## src/rtl/bcd_to_binary.sv

```systemverilog
// bcd_to_binary: sequential four-digit packed-BCD to binary converter.
// Reverse double-dabble, one bit per cycle, with a start/done handshake.
// Optional build macro BCD2BIN_SATURATE_EN: clamp binary to all ones on overflow
// (undefined: binary is the value modulo 2^OUT_W).
module bcd_to_binary #(
    parameter int unsigned OUT_W = 10
) (
    input  logic             clk,
    input  logic             resetn,
    input  logic             start,
    input  logic [3:0]       thousands,
    input  logic [3:0]       hundreds,
    input  logic [3:0]       tens,
    input  logic [3:0]       ones,
    output logic             busy,
    output logic             done,
    output logic [OUT_W-1:0] binary,
    output logic             overflow,
    output logic             invalid
);

    typedef enum logic [1:0] {StIdle, StCheck, StShift, StDone} state_t;

    state_t      state_q;
    logic [15:0] bcd_q;
    logic [13:0] acc_q;
    logic [3:0]  cnt_q;

    logic [29:0]      shifted;
    logic [15:0]      bcd_sh;
    logic [15:0]      bcd_adj;
    logic [13:0]      acc_sh;
    logic             digit_bad;
    logic             ovf_next;
    logic [OUT_W-1:0] bin_next;

    // One reverse double-dabble step: shift {bcd, acc} right, then correct nibbles >= 8
    always_comb begin
        shifted = {1'b0, bcd_q, acc_q[13:1]};
        bcd_sh  = shifted[29:14];
        acc_sh  = shifted[13:0];
        bcd_adj = bcd_sh;
        for (int i = 0; i < 4; i++) begin
            if (bcd_sh[4*i +: 4] >= 4'd8) begin
                bcd_adj[4*i +: 4] = bcd_sh[4*i +: 4] - 4'd3;
            end
        end
    end

    // Digit validity and result formatting for the final shift
    always_comb begin
        digit_bad = (bcd_q[3:0] > 4'd9) || (bcd_q[7:4] > 4'd9) ||
                    (bcd_q[11:8] > 4'd9) || (bcd_q[15:12] > 4'd9);
        // Shifting out the kept bits leaves only the excess; zero for OUT_W = 14
        ovf_next = (acc_sh >> OUT_W) != 14'd0;
`ifdef BCD2BIN_SATURATE_EN
        bin_next = ovf_next ? {OUT_W{1'b1}} : acc_sh[OUT_W-1:0];
`else
        bin_next = acc_sh[OUT_W-1:0];
`endif
    end

    // Control FSM with registered outputs
    always_ff @(posedge clk) begin
        if (!resetn) begin
            state_q  <= StIdle;
            bcd_q    <= '0;
            acc_q    <= '0;
            cnt_q    <= '0;
            busy     <= 1'b0;
            done     <= 1'b0;
            binary   <= '0;
            overflow <= 1'b0;
            invalid  <= 1'b0;
        end else begin
            done <= 1'b0;
            unique case (state_q)
                // DONE accepts a new request exactly like IDLE for back-to-back use
                StIdle, StDone: begin
                    if (start) begin
                        bcd_q   <= {thousands, hundreds, tens, ones};
                        acc_q   <= '0;
                        cnt_q   <= '0;
                        busy    <= 1'b1;
                        state_q <= StCheck;
                    end else begin
                        state_q <= StIdle;
                    end
                end
                StCheck: begin
                    if (digit_bad) begin
                        busy     <= 1'b0;
                        done     <= 1'b1;
                        binary   <= '0;
                        overflow <= 1'b0;
                        invalid  <= 1'b1;
                        state_q  <= StDone;
                    end else begin
                        state_q <= StShift;
                    end
                end
                StShift: begin
                    bcd_q <= bcd_adj;
                    acc_q <= acc_sh;
                    cnt_q <= cnt_q + 4'd1;
                    if (cnt_q == 4'd13) begin
                        busy     <= 1'b0;
                        done     <= 1'b1;
                        binary   <= bin_next;
                        overflow <= ovf_next;
                        invalid  <= 1'b0;
                        state_q  <= StDone;
                    end
                end
                default: state_q <= StIdle;
            endcase
        end
    end

endmodule

```

## config.mk

```make
export PLATFORM = sky130hd
export DESIGN_NAME = bcd_to_binary
export DESIGN_NICKNAME = d
export VERILOG_FILES = /design/src/rtl/bcd_to_binary.sv
export SDC_FILE = /design/constraint.sdc
export NUM_CORES = 1
export LEC_CHECK = 0
export CAP_MARGIN = 15
export CORE_MARGIN = 8
export CORE_UTILIZATION = 53
export CTS_BUF_LIST = sky130_fd_sc_hd__clkbuf_4
export DETAILED_ROUTE_END_ITERATION = 16
export PLACE_DENSITY = 0.82
export SLEW_MARGIN = 25
export SYNTH_ARGS = -nofsm -noshare
export SYNTH_HDL_FRONTEND = slang
export SYNTH_SLANG_ARGS = --single-unit
```

## constraint.sdc

```tcl
create_clock -name clk -period 2.8 [get_ports clk]
set_input_delay 0.56 -clock clk [delete_from_list [all_inputs] [get_ports clk]]
set_output_delay 0.56 -clock clk [all_outputs]
set_load 0.02 [all_outputs]
```

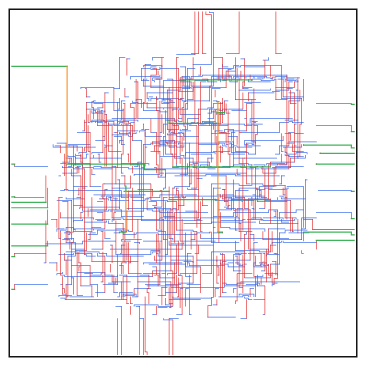
run_1/layers.png
(4 px per um)
orange -> M4  # wire length 67.3 um
green -> M3  # wire length 240 um
blue -> M1  # wire length 2540 um
red -> M2  # wire length 2600 um

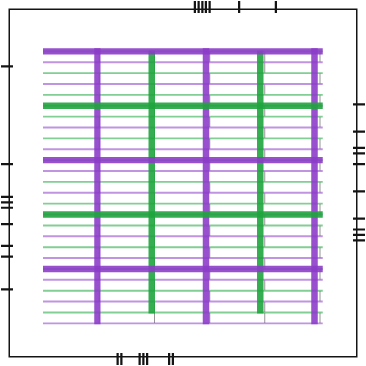
run_1/floorplan.png
(4 px per um) Pins as bars on the die edge. Tap cells in grey.
green -> VDD
purple -> VSS
met1 rails = 26
signal pins = 33
tap cells = 67

==> impl_metrics.env, run 1 <==
# yosys + openroad results
export IMPL_die_h_um=86.50
export IMPL_syn2layout_area_growth_pct=15.44
export IMPL_drtIter0Drc=180
export IMPL_numPortBuffers=32
export IMPL_clk_pin_slew_ps=140
export IMPL_top_area_share_pct=37.24
export IMPL_crit_required_ps=2240
export IMPL_grt_pass1_vias=2194
export IMPL_r2r_end="bcd_q[12]$_SDFFE_PN0P_"
export IMPL_irDropWorstVdd_mv=0.6344
export IMPL_ys_cells=310
export IMPL_timing_setup_tns_ps=0
export IMPL_wl_met1_mm=2.542
export IMPL_leakage_nw=1.129
export IMPL_antenna_found_initial=0
export IMPL_hold_buffers=0
export IMPL_stdcell_count=396
export IMPL_place_ws_ps=522.3
export IMPL_synth_area_um2=2634
export IMPL_whs_endpoint="acc_q[12]$_SDFFE_PN0P_"
export IMPL_crit_slowest_cell="clkdlybuf4s50_1"
export IMPL_ys_warnings_count=0
export IMPL_top_layer_used="met4"
export IMPL_start_kind="register"
export IMPL_wl_per_cell_um=13.77
export IMPL_rsz0062_at_grt="no"
export IMPL_powerDensity_nw_per_um2=780.7
export IMPL_clock_latency_ps=370
export IMPL_clk_path_buf_depth=2
export IMPL_htreeDepth=2
export IMPL_synth_area_leader_cell="dfxtp_1"
export IMPL_fp_util_pct=55.39
export IMPL_diodes=0
export IMPL_period_needed_ps=1978
export IMPL_wl_met2_mm=2.603
export IMPL_gp_congestion=0.7816
export IMPL_cp_max_fo=4
export IMPL_routed_wl_mm=5.453
export IMPL_slew_limit_headroom_pct=57.05
export IMPL_worstHoldStart="acc_q[12]$_SDFFE_PN0P_"
export IMPL_cp_depth=1
export IMPL_skew_ps=18.64
export IMPL_status="finished, final reports clean"
export IMPL_edf_count=0
export IMPL_cts_made_buffers=5
export IMPL_core_um2=4755
export IMPL_grt_ovfl_total=0
export IMPL_drive_gt1_share_pct=6.687
export IMPL_grt_usage_pct=15.63
export IMPL_finalClockPeriodUsage_pct=70.64
export IMPL_synth_flops=49
export IMPL_netlist_top_cells_area="dfxtp_1, nand3_1, a21oi_1"
export IMPL_synth_most_common_cell="dfxtp_1"
export IMPL_die_w_um=86.50
export IMPL_placed_area_um2=2982
export IMPL_ys_chip_area_um2=2634
export IMPL_largest_register="bcd_q"
export IMPL_fmax_mhz=505.6
export IMPL_clock_sinks=49
export IMPL_path_class="register to primary output"
export IMPL_cts_root_buf="clkbuf_4"
export IMPL_dp_hpwl_mm=3.609
export IMPL_hold_slack_ps=482.1
export IMPL_critPathBufInv=1
export IMPL_r2r_cells=6
export IMPL_power_mw=2.374
export IMPL_worstHoldPathType="register to register"
export IMPL_fin_area_um2=3040
export IMPL_path_delay_family="buffers and inverters"
export IMPL_firstDrtPassIters=4
export IMPL_viasPerCell=5.750
export IMPL_crit_path_end="binary[9]"
export IMPL_slew_violations=0
export IMPL_grt_pass1_wl_mm=9.722
export IMPL_worstHoldPathCells=2
export IMPL_rows=25
export IMPL_wl_met3_um=239
export IMPL_yosysSeqAreaShare_pct=37.24
export IMPL_cts_tree="done"
export IMPL_synthCells=310
export IMPL_synthTopCellsByCount="dfxtp_1, nand3_1, a21oi_1, nor2_1, nand2_1"
export IMPL_ioPinCount=33
export IMPL_placed_cells_incl_taps=388
export IMPL_endpoint_kind="primary output"
export IMPL_yosysUniqueCellTypes=38
export IMPL_setup_violations=0
export IMPL_async_flop_share_pct=0
export IMPL_r2r_start="state_q[0]$_SDFFE_PN0P_"
export IMPL_drc_errors=0
export IMPL_path_cells="clkdlybuf4s50_1"
export IMPL_ant_nets=0
export IMPL_cp_arrival_ps=1420
export IMPL_max_cap_violations=0
export IMPL_warnings=34
export IMPL_synthesis_nets=339
export IMPL_avgSynthCellArea_um2=8.496
export IMPL_vias=2277
export IMPL_grt_max_degree=47
export IMPL_slowest_delay_ps=650
export IMPL_cts_setup_buffers=0
export IMPL_die_area_um2=7481
export IMPL_flop_cell="dfxtp_1"
export IMPL_crit_start="binary[9]$_SDFFE_PN0P_"
export IMPL_largest_reg_flops=16
export IMPL_reg_top3="bcd_q x16, acc_q x13, binary x10"
export IMPL_ctsResizeCount=0
export IMPL_worst_pin_slew_ps=643.5
export IMPL_reg2reg_slack_ps=840
export IMPL_nets=357
export IMPL_setup_ws_ps=822.1
export IMPL_hold_viol=0
export IMPL_final_util_pct=63.95
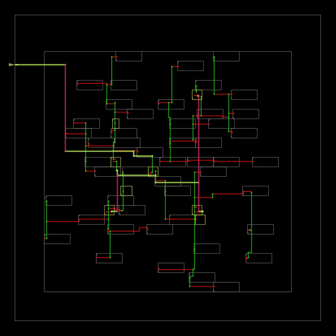
run_1/clock_nets.png
P_clk: 334 uW
flop count: 49

## run 1: power breakdown
group	switching [mW]	total, mW	internal [mW]	leakage (nW)
Clock	0.234	0.334	0.0998	0.0316
Sequential	0.157	0.980	0.823	0.398
Combinational	0.649	1.06	0.411	0.699
Total	1.04	2.37	1.33	1.13
## run 1: cell type report
| cell class | instances | area (um2) |
|---|---|---|
| well taps | 67 | 83.83 |
| fillers | 417 | 1714 |
| clock buffers | 5 | 37.54 |
| flip-flops and latches | 49 | 980.9 |
| clock inverters | 3 | 21.27 |
| multi-input cells | 222 | 1481 |
| repair buffers | 38 | 390.4 |
| inverters | 12 | 45.04 |
## run 1: placed cells by master (no fill, tap or decap), types with 2 or more instances in the layout
cell	synthesis	layout
nor3_1	2	2
mux2i_1	13	12
buf_4	4	4
inv_1	12	12
nand2b_1	3	3
ha_1	10	9
o21ai_1	9	9
nand3_1	29	29
buf_12	0	2
o21ai_0	7	7
nor4bb_1	11	11
nor3b_1	4	4
xnor2_1	6	6
nand2_1	22	22
nor2_1	24	24
a21oi_1	27	27
dfxtp_1	49	49
a211oi_1	14	14
a41oi_1	11	11
clkdlybuf4s50_1	0	32
o21ai_2	4	4
o211a_1	2	2
clkbuf_4	0	5
a21o_1	11	11
## run 1: per-layer routing
metal,vias to the layer above,track usage [%]
met5,-,0
li1,1155,-
met3,7,3.214
met1,1075,18.98
met4,0,5.790
met2,40,26.39
## run 1: cell families (layout without fill, tap and decap cells)
family | Yosys count | in the layout | share of synthesized area, %
buffers and inverters | 39 | 58 | 7.078
DFF | 49 | 49 | 37.24
xor gates and xnor gates | 6 | 6 | 1.995
muxes | 13 | 13 | 4.940
AOI/OAI and AO/OA | 91 | 91 | 22.90
adders and majority gates | 10 | 10 | 4.751
and+or+nand+nor | 102 | 102 | 21.09
## Run 2: what changed since run 1
--- a/config.mk
+++ b/config.mk
@@ -7,10 +7,10 @@
 export LEC_CHECK = 0
 export CAP_MARGIN = 15
 export CORE_MARGIN = 8
-export CORE_UTILIZATION = 53
+export CORE_UTILIZATION = 52
 export CTS_BUF_LIST = sky130_fd_sc_hd__clkbuf_4
 export DETAILED_ROUTE_END_ITERATION = 16
-export PLACE_DENSITY = 0.82
+export PLACE_DENSITY = 0.83
 export SLEW_MARGIN = 25
 export SYNTH_ARGS = -nofsm -noshare
 export SYNTH_HDL_FRONTEND = slang
==> constraint.sdc (replaced) <==
create_clock -name clk -period 1.64 [get_ports clk]
set_input_delay 0.328 -clock clk [delete_from_list [all_inputs] [get_ports clk]]
set_output_delay 0.328 -clock clk [all_outputs]
set_load 0.02 [all_outputs]
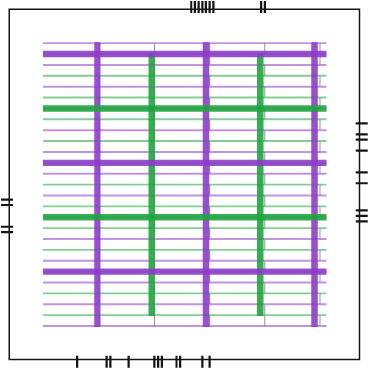
run_2/floorplan.png
(4 px per um) Pins as bars on the die edge. Tap cells in grey.
purple -> VSS
green -> VDD
met4 straps = 5
signal pins = 33
tap cells = 70

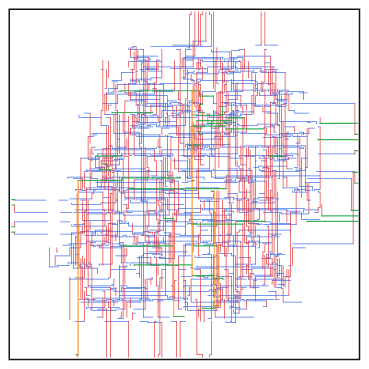
run_2/layers.png
(4 px per um)
green -> M3  # wire length 273 um
blue -> M1  # wire length 2810 um
red -> M2  # wire length 3230 um
orange -> M4  # wire length 158 um
total wire length: 6.477 mm
DR WL/cell: 15.24 um

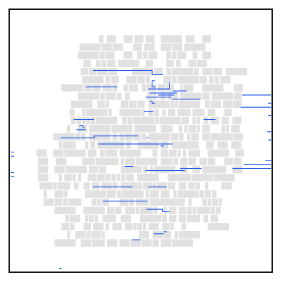
run_2/m3.png
(3 px per um) Cells faint in the background.
wire length on this layer = 273 um
share of all routed wire = 4.2%
main direction = horizontal
nets with wire on the layer = 32
longest straight run = 24.4 um

==> run 2 against run 1 <==
Compared with the run above:
- flip-flop count stayed put
- largest cell class unchanged
- area after synthesis stayed put
- non-clock buffer count is 26 higher
- die area is 1.6% higher
- core utilization is 2.6 points higher
==> impl_metrics.env, run 2 <==
# yosys + openroad results
export IMPL_status="finished, final reports clean"
export IMPL_diodes=0
export IMPL_path_class="register to register"
export IMPL_drive_gt1_share_pct=15.21
export IMPL_synth_area_um2=2634
export IMPL_worst_pin_slew_ps=324.9
export IMPL_warnings=35
export IMPL_irDropWorstVdd_mv=0.8520
export IMPL_netlist_top_cells_area="dfxtp_1, nand3_1, a21oi_1"
export IMPL_start_kind="register"
export IMPL_ys_chip_area_um2=2634
export IMPL_ioPinCount=33
export IMPL_vias=2434
export IMPL_slew_violations=0
export IMPL_ys_cells=310
export IMPL_layout_top_cell="dfxtp_1"
export IMPL_firstDrtPassIters=4
export IMPL_finalClockPeriodUsage_pct=99.44
export IMPL_crit_start="state_q[0]$_SDFFE_PN0P_"
export IMPL_clock_sinks=49
export IMPL_antenna_found_initial=0
export IMPL_largest_reg_flops=16
export IMPL_synthesis_nets=339
export IMPL_flop_cell="dfxtp_1"
export IMPL_synth_flops=49
export IMPL_reg2reg_slack_ps=9
export IMPL_cts_root_buf="clkbuf_4"
export IMPL_final_util_pct=66.58
export IMPL_fin_area_um2=3336
export IMPL_whs_endpoint="acc_q[5]$_SDFFE_PN0P_"
export IMPL_synth_most_common_cell="dfxtp_1"
export IMPL_die_h_um=87.17
export IMPL_use_met1_pct=21.74
export IMPL_rows=26
export IMPL_top_area_share_pct=37.24
export IMPL_slew_limit_headroom_pct=78.04
export IMPL_grt_pass1_wl_mm=10.57
export IMPL_lay_top_cells="dfxtp_1, nand3_1, a21oi_1"
export IMPL_edf_count=0
export IMPL_synth_area_leader_cell="dfxtp_1"
export IMPL_yosysUniqueCellTypes=38
export IMPL_max_cap_violations=0
export IMPL_avgSynthCellArea_um2=8.496
export IMPL_setup_ws_ps=9.227
export IMPL_ys_warnings_count=0
export IMPL_crit_required_ps=1930
export IMPL_r2r_end="bcd_q[1]$_SDFFE_PN0P_"
export IMPL_cp_max_fo=12
export IMPL_crit_path_end="bcd_q[1]$_SDFFE_PN0P_"
export IMPL_hold_buffers=0
export IMPL_worstHoldPathCells=2
export IMPL_grt_usage_pct=17.21
export IMPL_stdcell_count=425
export IMPL_fmax_mhz=613.2
export IMPL_powerDensity_nw_per_um2=1460
export IMPL_setup_violations=0
export IMPL_cp_arrival_ps=1920
export IMPL_drc_errors=0
export IMPL_grt_max_degree=42
export IMPL_grt_ovfl_total=0
export IMPL_htreeDepth=2
export IMPL_viasPerCell=5.727
export IMPL_nets=383
export IMPL_grt_busiest_layer="met2"
export IMPL_rsz0062_at_grt="yes"
export IMPL_core_um2=5010
export IMPL_r2r_cells=7
export IMPL_worstHoldStart="acc_q[5]$_SDFFE_PN0P_"
export IMPL_synthCells=310
export IMPL_die_area_um2=7599
export IMPL_async_flop_share_pct=0
export IMPL_gp_congestion=0.7701
export IMPL_die_w_um=87.17
export IMPL_worstHoldPathType="register to register"
export IMPL_grt_pass1_vias=2237
export IMPL_power_mw=4.871
export IMPL_ant_nets=0
export IMPL_placed_cells_incl_taps=414
export IMPL_largest_register="bcd_q"
export IMPL_leakage_nw=1.370
export IMPL_clock_latency_ps=380
export IMPL_skew_ps=9.502
export IMPL_place_ws_ps=-82.95
export IMPL_synthTopCellsByCount="dfxtp_1, nand3_1, a21oi_1, nor2_1, nand2_1"
export IMPL_period_needed_ps=1631
export IMPL_timing_setup_tns_ps=0
export IMPL_grt_use_met3_pct=3.491
[run 2: cell types whose count changed in the layout (fill, tap and decap cells not counted), moves of 3 or more]
| cell | before | now |
|---|---|---|
| buf_6 | 0 | 3 |
| clkdlybuf4s50_1 | 32 | 18 |
| dlygate4sd2_1 | 0 | 14 |
| a211oi_1 | 14 | 11 |
| buf_4 | 4 | 23 |
| a211oi_2 | 0 | 3 |
[run 2: what timing repair did]
item                                    CTS  global route
pin swaps                                 0             2
setup buffers                             0             1
endpoints found under the setup margin   32            16
resized                                  16             8
cloned                                    1             1
[run 2: kinds of logic after synthesis]
group	count (synthesis)	synth area share [%]
simple gates	102	21.09
mux	13	4.940
flops	49	37.24
compound gates	91	22.90
buf+inv	39	7.078
fa+ha+maj	10	4.751
xor+xnor	6	1.995
[run 2: power breakdown]
| group | internal, mW | switching, mW |
|---|---|---|
| Combinational | 1.26 | 1.37 |
| Sequential | 1.41 | 0.239 |
| Clock | 0.203 | 0.394 |
| Total | 2.87 | 2.00 |
[run 2: worst max-delay path, cell delays in order, from the launching register on]
cell,delay [ps]
dfxtp_2,360
inv_1,60
ha_4,300
mux2i_4,280
bufbuf_16,310
a211oi_1,50
a21oi_1,110
nor2_1,60
[run 2: final cells by class]
type,instances,area [um2]
fillers,420,1674
multi-input cells,222,1514
flip-flops and latches,49,982.2
repair buffers,64,646.9
well taps,70,87.58
clock buffers,7,52.55
inverters,12,45.04
clock inverters,1,7.507
[run 2: metal layers]
layer  wire [um]  share of wire (%)
met1        2811                 43
met2        3234                 50
met3         272                4.2
met4         158                2.4
met5           0                  0
No activity file was given, so power comes from the tool's default toggle rates.
